### src/rtl/reg32_readback.sv
// -----------------------------------------------------------------------------
// reg32_readback
//
// Read-side companion to a bank of NREGS 32-bit control registers. A single
// outstanding read is serviced over a req/valid/ack handshake through a
// three-state FSM (IDLE -> SEL -> RESP -> IDLE). No write path.
//
// Optional feature (macro READBACK_SNAPSHOT_EN):
//   A shadow bank captures all of reg_in on any edge with snap=1, and reads
//   select from the shadow bank so multi-register reads are coherent.
//   Without the macro, reads select directly from reg_in and snap is unused.
//
// Ports:
//   clk       in   single clock, rising edge
//   reset_n   in   asynchronous active-low reset
//   reg_in    in   flattened register values, reg i at [32*i+31:32*i]
//   snap      in   snapshot strobe (READBACK_SNAPSHOT_EN only)
//   rd_req    in   read request, sampled while rd_busy=0
//   rd_addr   in   register index, sampled with rd_req
//   rd_ack    in   consumer took rd_data, sampled in RESP only
//   rd_busy   out  read in flight; requests are dropped
//   rd_valid  out  rd_data / rd_err valid
//   rd_data   out  returned register value
//   rd_err    out  requested index was >= NREGS
// -----------------------------------------------------------------------------
module reg32_readback #(
    parameter int NREGS = 8,
    parameter int AW    = 3
) (
    input  logic                  clk,
    input  logic                  reset_n,
    input  logic [32*NREGS-1:0]   reg_in,
    input  logic                  snap,
    input  logic                  rd_req,
    input  logic [AW-1:0]         rd_addr,
    input  logic                  rd_ack,
    output logic                  rd_busy,
    output logic                  rd_valid,
    output logic [31:0]           rd_data,
    output logic                  rd_err
);

    typedef enum logic [1:0] {
        ST_IDLE = 2'd0,
        ST_SEL  = 2'd1,
        ST_RESP = 2'd2
    } state_e;

    localparam logic [31:0] NREGS_U = 32'(NREGS);

    state_e        state_q, state_d;
    logic [AW-1:0] addr_q, addr_d;
    logic [31:0]   rd_data_q, rd_data_d;
    logic          rd_err_q, rd_err_d;
    logic          rd_valid_q, rd_valid_d;
    logic          rd_busy_q, rd_busy_d;

    logic [31:0]   src_s [NREGS];
    logic [31:0]   addr_ext_s;
    logic [31:0]   sel_data_s;
    logic          sel_hit_s;

`ifdef READBACK_SNAPSHOT_EN
    logic [31:0]   shadow_q [NREGS];
    logic [31:0]   shadow_d [NREGS];

    // Shadow next-state: capture the whole bank on snap, otherwise hold.
    always_comb begin
        for (int i = 0; i < NREGS; i++) begin
            if (snap) begin
                shadow_d[i] = reg_in[32*i +: 32];
            end else begin
                shadow_d[i] = shadow_q[i];
            end
        end
    end

    // Shadow bank storage. A snap on the SEL edge is invisible to that read
    // because SEL samples shadow_q, the pre-snap contents.
    always_ff @(posedge clk or negedge reset_n) begin
        if (!reset_n) begin
            for (int i = 0; i < NREGS; i++) begin
                shadow_q[i] <= 32'h0000_0000;
            end
        end else begin
            for (int i = 0; i < NREGS; i++) begin
                shadow_q[i] <= shadow_d[i];
            end
        end
    end

    // Read source is the shadow bank.
    always_comb begin
        for (int i = 0; i < NREGS; i++) begin
            src_s[i] = shadow_q[i];
        end
    end
`else
    logic snap_unused_s;
    assign snap_unused_s = snap;

    // Read source is the live register bank.
    always_comb begin
        for (int i = 0; i < NREGS; i++) begin
            src_s[i] = reg_in[32*i +: 32];
        end
    end
`endif

    assign addr_ext_s = 32'(addr_q);

    // Register select: AND-OR mux over the bank so an out-of-range index
    // never indexes past the array and naturally yields zero.
    always_comb begin
        sel_data_s = 32'h0000_0000;
        sel_hit_s  = (addr_ext_s < NREGS_U);
        for (int i = 0; i < NREGS; i++) begin
            sel_data_s = sel_data_s | (src_s[i] & {32{addr_ext_s == 32'(i)}});
        end
    end

    // FSM next-state and output computation.
    always_comb begin
        state_d    = state_q;
        addr_d     = addr_q;
        rd_data_d  = rd_data_q;
        rd_err_d   = rd_err_q;
        rd_valid_d = rd_valid_q;
        rd_busy_d  = rd_busy_q;
        case (state_q)
            ST_IDLE: begin
                if (rd_req) begin
                    state_d   = ST_SEL;
                    addr_d    = rd_addr;
                    rd_busy_d = 1'b1;
                end else begin
                    state_d   = ST_IDLE;
                    rd_busy_d = 1'b0;
                end
            end
            ST_SEL: begin
                state_d    = ST_RESP;
                rd_data_d  = sel_hit_s ? sel_data_s : 32'h0000_0000;
                rd_err_d   = ~sel_hit_s;
                rd_valid_d = 1'b1;
                rd_busy_d  = 1'b1;
            end
            ST_RESP: begin
                if (rd_ack) begin
                    state_d    = ST_IDLE;
                    rd_valid_d = 1'b0;
                    rd_busy_d  = 1'b0;
                end else begin
                    state_d    = ST_RESP;
                end
            end
            default: begin
                state_d    = ST_IDLE;
                rd_valid_d = 1'b0;
                rd_busy_d  = 1'b0;
            end
        endcase
    end

    // FSM state and registered outputs.
    always_ff @(posedge clk or negedge reset_n) begin
        if (!reset_n) begin
            state_q    <= ST_IDLE;
            addr_q     <= {AW{1'b0}};
            rd_data_q  <= 32'h0000_0000;
            rd_err_q   <= 1'b0;
            rd_valid_q <= 1'b0;
            rd_busy_q  <= 1'b0;
        end else begin
            state_q    <= state_d;
            addr_q     <= addr_d;
            rd_data_q  <= rd_data_d;
            rd_err_q   <= rd_err_d;
            rd_valid_q <= rd_valid_d;
            rd_busy_q  <= rd_busy_d;
        end
    end

    assign rd_busy  = rd_busy_q;
    assign rd_valid = rd_valid_q;
    assign rd_data  = rd_data_q;
    assign rd_err   = rd_err_q;

endmodule

### config.mk
export PLATFORM = sky130hd
export DESIGN_NAME = reg32_readback
export DESIGN_NICKNAME = d
export VERILOG_FILES = /design/src/rtl/reg32_readback.sv
export SDC_FILE = /design/constraint.sdc
export NUM_CORES = 1
export LEC_CHECK = 0
export CAP_MARGIN = 15
export CORE_AREA = 2 2 117 119
export DETAILED_ROUTE_END_ITERATION = 16
export DIE_AREA = 0 0 119 121
export GPL_ROUTABILITY_DRIVEN = 1
export PLACE_DENSITY = 0.7
export REMOVE_ABC_BUFFERS = 1
export SETUP_SLACK_MARGIN = 0.05
export SLEW_MARGIN = 20
export SYNTH_ARGS = -nofsm -noshare
export SYNTH_HDL_FRONTEND = slang
export SYNTH_SLANG_ARGS = --single-unit
### constraint.sdc
create_clock -name clk -period 2 [get_ports clk]
set_input_delay 0.2 -clock clk [delete_from_list [all_inputs] [get_ports clk]]
set_output_delay 0.2 -clock clk [all_outputs]
set_load 0.02 [all_outputs]
ff_map.png
The bar under the picture is 20 um long. Other sequential cells in the stronger grey, the rest of the logic in the fainter grey.
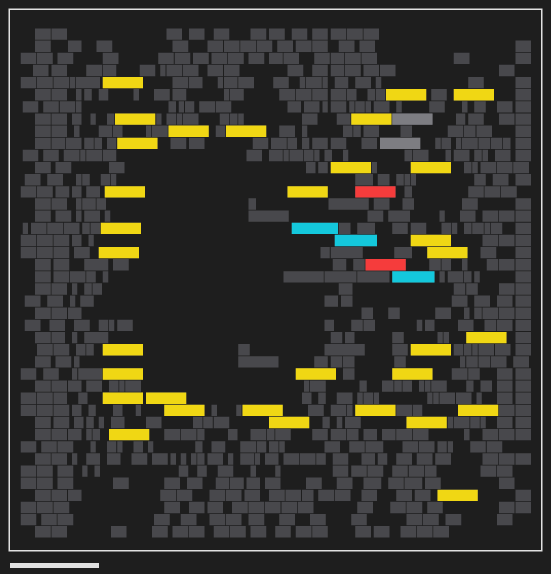
- state_q: red (flops 2)
- rd_data: yellow (flops 32)
- addr_q: cyan (flops 3)
- not coloured: 2
flip-flop and latch share of the layout cell area: 0.145
fraction of the core area covered by cells at the end of the flow: 0.519
sequential cell area: 982 um2
Sequential Power: 1480 uW

gates.png
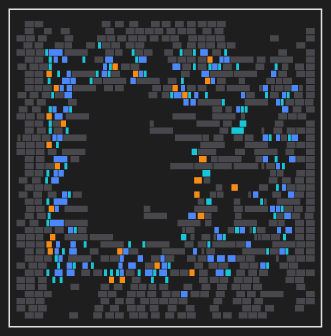
- nor cells: cyan (cells 89; most used nor2_1; where widely spread)
- and/or cells: orange (cells 26; most used and2_1)
- aoi and oai cells: blue (cells 95; most used a31oi_1; where widely spread)
share of cell area taken by multi-input logic gates: 0.342
most common logic cell in the routed design: sky130_fd_sc_hd__clkdlybuf4s50_1
number of standard cells in the final layout excluding fillers: 873

port_trees.png
The bar under the picture is 20 um long.
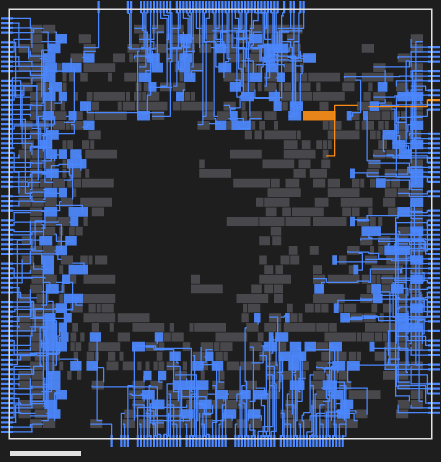
- rd_busy: orange (direction output; end cells 1; buffers 1; wire 41.7 um)
- reg_in: blue (direction input; end cells 160; buffers 256; wire 5740 um)
number of I/O pins: 299
PortBufs: 296

closeup.png
The bar under the picture is 10 um long. Window x 17 to 42, y 18 to 43 um. Cells in grey, sequential cells in the stronger grey; small squares are vias.
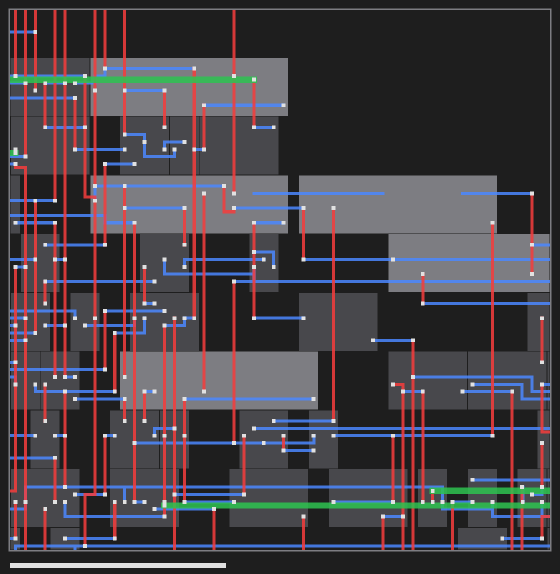
- M2: red
- M1: blue
- M3: green
- netlist names of flops here include: rd_data (5)
- cells with their middle in the window: 33
- sequential cells in the window: 5
- most frequent: nor2_1 (10), clkdlybuf4s50_1 (6), dfrtp_1 (5)

==> impl_results.html <==
<h3>Run summary</h3>
<table>
<tr><th>Metric</th><th>Value</th></tr>
<tr><th colspan="2">Timing</th></tr>
<tr><td>Post-layout period usage</td><td>0.870</td></tr>
<tr><td>Unrepaired setup endpoints after global routing</td><td>false</td></tr>
<tr><td>Setup skew after layout</td><td>0.00532 ns</td></tr>
<tr><td>Count of final hold-check violations</td><td>19</td></tr>
<tr><td>Headroom to the max-slew limit</td><td>0.625</td></tr>
<tr><td>Hold Slack</td><td>-0.0159 ns</td></tr>
<tr><td>Worst Max-Slew Pin Slew</td><td>0.562 ns</td></tr>
<tr><td>Achievable clock frequency</td><td>575 MHz</td></tr>
<tr><td>Pins Over Slew Limit</td><td>0</td></tr>
<tr><th colspan="2">Global route</th></tr>
<tr><td>Global route total overflow</td><td>0</td></tr>
<tr><td>Via count of the first global-routing pass</td><td>4668</td></tr>
<tr><td>Antenna violations before repair</td><td>0</td></tr>
<tr><td>Overall track demand over capacity in global routing</td><td>0.206</td></tr>
<tr><td>Largest net degree at the start of global routing</td><td>50</td></tr>
<tr><td>Global-route wire length before repair</td><td>23.5 mm</td></tr>
<tr><th colspan="2">Yosys</th></tr>
<tr><td>Post-Synthesis Mean Instance Area</td><td>8.51 um2</td></tr>
<tr><td>Number of synthesized flops with an enable pin</td><td>0</td></tr>
<tr><td>Top FF cell, synth</td><td>sky130_fd_sc_hd__dfrtp_1</td></tr>
<tr><td>Synthesis-stage register bit count</td><td>39</td></tr>
<tr><td>Post-synthesis instance total</td><td>418</td></tr>
<tr><td>Sequential share of the synthesized area</td><td>0.274</td></tr>
<tr><td>YS warnings</td><td>0</td></tr>
<tr><td>Biggest area consumer among synthesized cells</td><td>sky130_fd_sc_hd__dfrtp_1</td></tr>
<tr><th colspan="2">Placement</th></tr>
<tr><td>Cells after DPL</td><td>865</td></tr>
<tr><td>DP Area</td><td>0.00665 mm2</td></tr>
<tr><td>Routability cong.</td><td>0.804</td></tr>
<tr><td>Post-detailed-placement half-perimeter wirelength</td><td>12.1 mm</td></tr>
<tr><th colspan="2">Floorplan</th></tr>
<tr><td>Well-tap cell count</td><td>176</td></tr>
<tr><td>Area of the core region</td><td>0.0131 mm2</td></tr>
<tr><td>Number of placement rows</td><td>42</td></tr>
<tr><td>Die X</td><td>119 um</td></tr>
<tr><td>Total die size</td><td>0.0144 mm2</td></tr>
<tr><td>Pre-placement core utilization</td><td>0.272</td></tr>
<tr><th colspan="2">Job</th></tr>
<tr><td>OpenROAD warning count</td><td>26</td></tr>
<tr><td>Total of max-cap violations</td><td>0</td></tr>
<tr><th colspan="2">Power</th></tr>
<tr><td>Combinational fraction of design power</td><td>0.713</td></tr>
<tr><td>Internal power</td><td>4420 uW</td></tr>
<tr><td>Power consumed by the clock network</td><td>787 uW</td></tr>
<tr><td>Switching Power</td><td>3500 uW</td></tr>
<tr><td>Sequential share of power</td><td>0.187</td></tr>
<tr><td>Switching portion of total power</td><td>0.442</td></tr>
<tr><th colspan="2">Finish</th></tr>
<tr><td>Number of non-clock inverters in the layout</td><td>1</td></tr>
<tr><td>Diodes inserted</td><td>0</td></tr>
<tr><td>Total number of sequential cells</td><td>39</td></tr>
<tr><td>Area fraction of clock buffers and clock inverters</td><td>0.0214</td></tr>
<tr><td>Post-route design area</td><td>0.00679 mm2</td></tr>
<tr><td>Footprint of the multi-input gates</td><td>0.00232 mm2</td></tr>
<tr><td>Commonest cells after routing, fill and taps aside</td><td>295 x sky130_fd_sc_hd__clkdlybuf4s50_1, 81 x sky130_fd_sc_hd__nor2_1, 72 x sky130_fd_sc_hd__mux2i_1</td></tr>
<tr><td>Dominant kind of cell</td><td>non-clock buffers</td></tr>
<tr><th colspan="2">Worst setup path</th></tr>
<tr><td>Element type at the critical path start</td><td>register</td></tr>
<tr><td>Worst Path Class, Setup</td><td>reg2reg</td></tr>
<tr><td>Maximum fanout encountered on the critical timing path</td><td>20</td></tr>
<tr><td>CP max stage cell</td><td>sky130_fd_sc_hd__dfrtp_4</td></tr>
<tr><td>Required @ worst endpoint</td><td>2.15 ns</td></tr>
<tr><td>Ordered cell list for the critical path</td><td>and2_4, and2b_1, buf_4, a221oi_1, a31oi_1</td></tr>
<tr><td>R2R cell count</td><td>5</td></tr>
<tr><td>CP peak stage delay</td><td>0.51 ns</td></tr>
<tr><th colspan="2">Clocking</th></tr>
<tr><td>CTS Hold Bufs</td><td>0</td></tr>
<tr><td>Number of buffers on the longest clock path</td><td>2</td></tr>
<tr><td>CTS tree</td><td>built</td></tr>
<tr><td>Setup Fix Bufs, Post-CTS</td><td>0</td></tr>
<tr><td>Clk Tree Root Cell</td><td>sky130_fd_sc_hd__clkbuf_16</td></tr>
<tr><td>Number of gates resized after cts</td><td>0</td></tr>
<tr><td>Total clock buffers created by CTS</td><td>5</td></tr>
<tr><td>Clock Sinks</td><td>39</td></tr>
<tr><th colspan="2">Detailed routing</th></tr>
<tr><td>Detailed-router iteration count before antenna repair</td><td>6</td></tr>
<tr><td>Vias</td><td>4345</td></tr>
<tr><td>Wire length per cell</td><td>17.3 um</td></tr>
<tr><td>Number of DRC violations after detailed routing</td><td>0</td></tr>
<tr><td>Final WL</td><td>15.1 mm</td></tr>
<tr><th colspan="2">Run status</th></tr>
<tr><td>Status</td><td>finished, violations left</td></tr>
<tr><td>Violated checks</td><td>negative hold slack</td></tr>
</table>
-- cell families (layout without fill, tap and decap cells) --
family                 count (synthesis)  after routing  share of synthesized area
AOI/OAI and AO/OA                    129            129                      0.265
and+or+nand+nor                      129            129                      0.163
muxes                                 78             78                      0.222
buffers and inverters                 42            321                     0.0753
DFF                                   39             39                      0.274
other                                  1              1                    0.00105
-- final timing paths --
kind | from | endpoint | slack, ns
max | addr_q[0] | rd_data[4] | 0.26
min | reset_n | rd_data[23] | -0.02
max reg2reg | addr_q[0] | rd_data[4] | 0.26
min reg2reg | rd_valid | rd_valid | 0.49
max in group asynchronous | reset_n | addr_q[0] | 1.60
min in group clk | reg_in[186] | rd_data[26] | 0.48
-- flip-flops by register name, summed over array words and instances, names as in the netlist --
register / count
addr_q: 3
rd_busy: 1
rd_data: 32
rd_valid: 1
state_q: 2
-- metrics by stage --
stage	util	total power (uW)	setup WS (ns)	TNS, ns	hold slack (ns)
after global placement	0.508	7100	0.297	0	0.304
after CTS	0.519	8010	0.232	0	0.00452
after detailed placement	0.508	7210	0.239	0	0.305
final	0.519	7920	0.261	0	-0.0159
after floorplan	-	4870	-1.48	-41.52	-0.0956
after global routing	0.519	8530	0.161	0	0.0456
-- routing by layer --
| layer | part of all wire | up-vias | global-route usage |
|---|---|---|---|
| met3 | 0.081 | 23 | 0.0559 |
| met2 | 0.54 | 212 | 0.401 |
| met5 | 0 | - | 0 |
| met4 | 0.023 | 0 | 0.0677 |
| li1 | - | 2104 | - |
| met1 | 0.36 | 2006 | 0.211 |
-- critical path: cells and delay by family (launching register included) --
kind,cells,cell delay (ns)
flops,1,0.51
compound gates,2,0.48
simple gates,2,0.39
buf+inv,1,0.22
Power figures rest on the tool's default switching activity, not on a simulated workload.
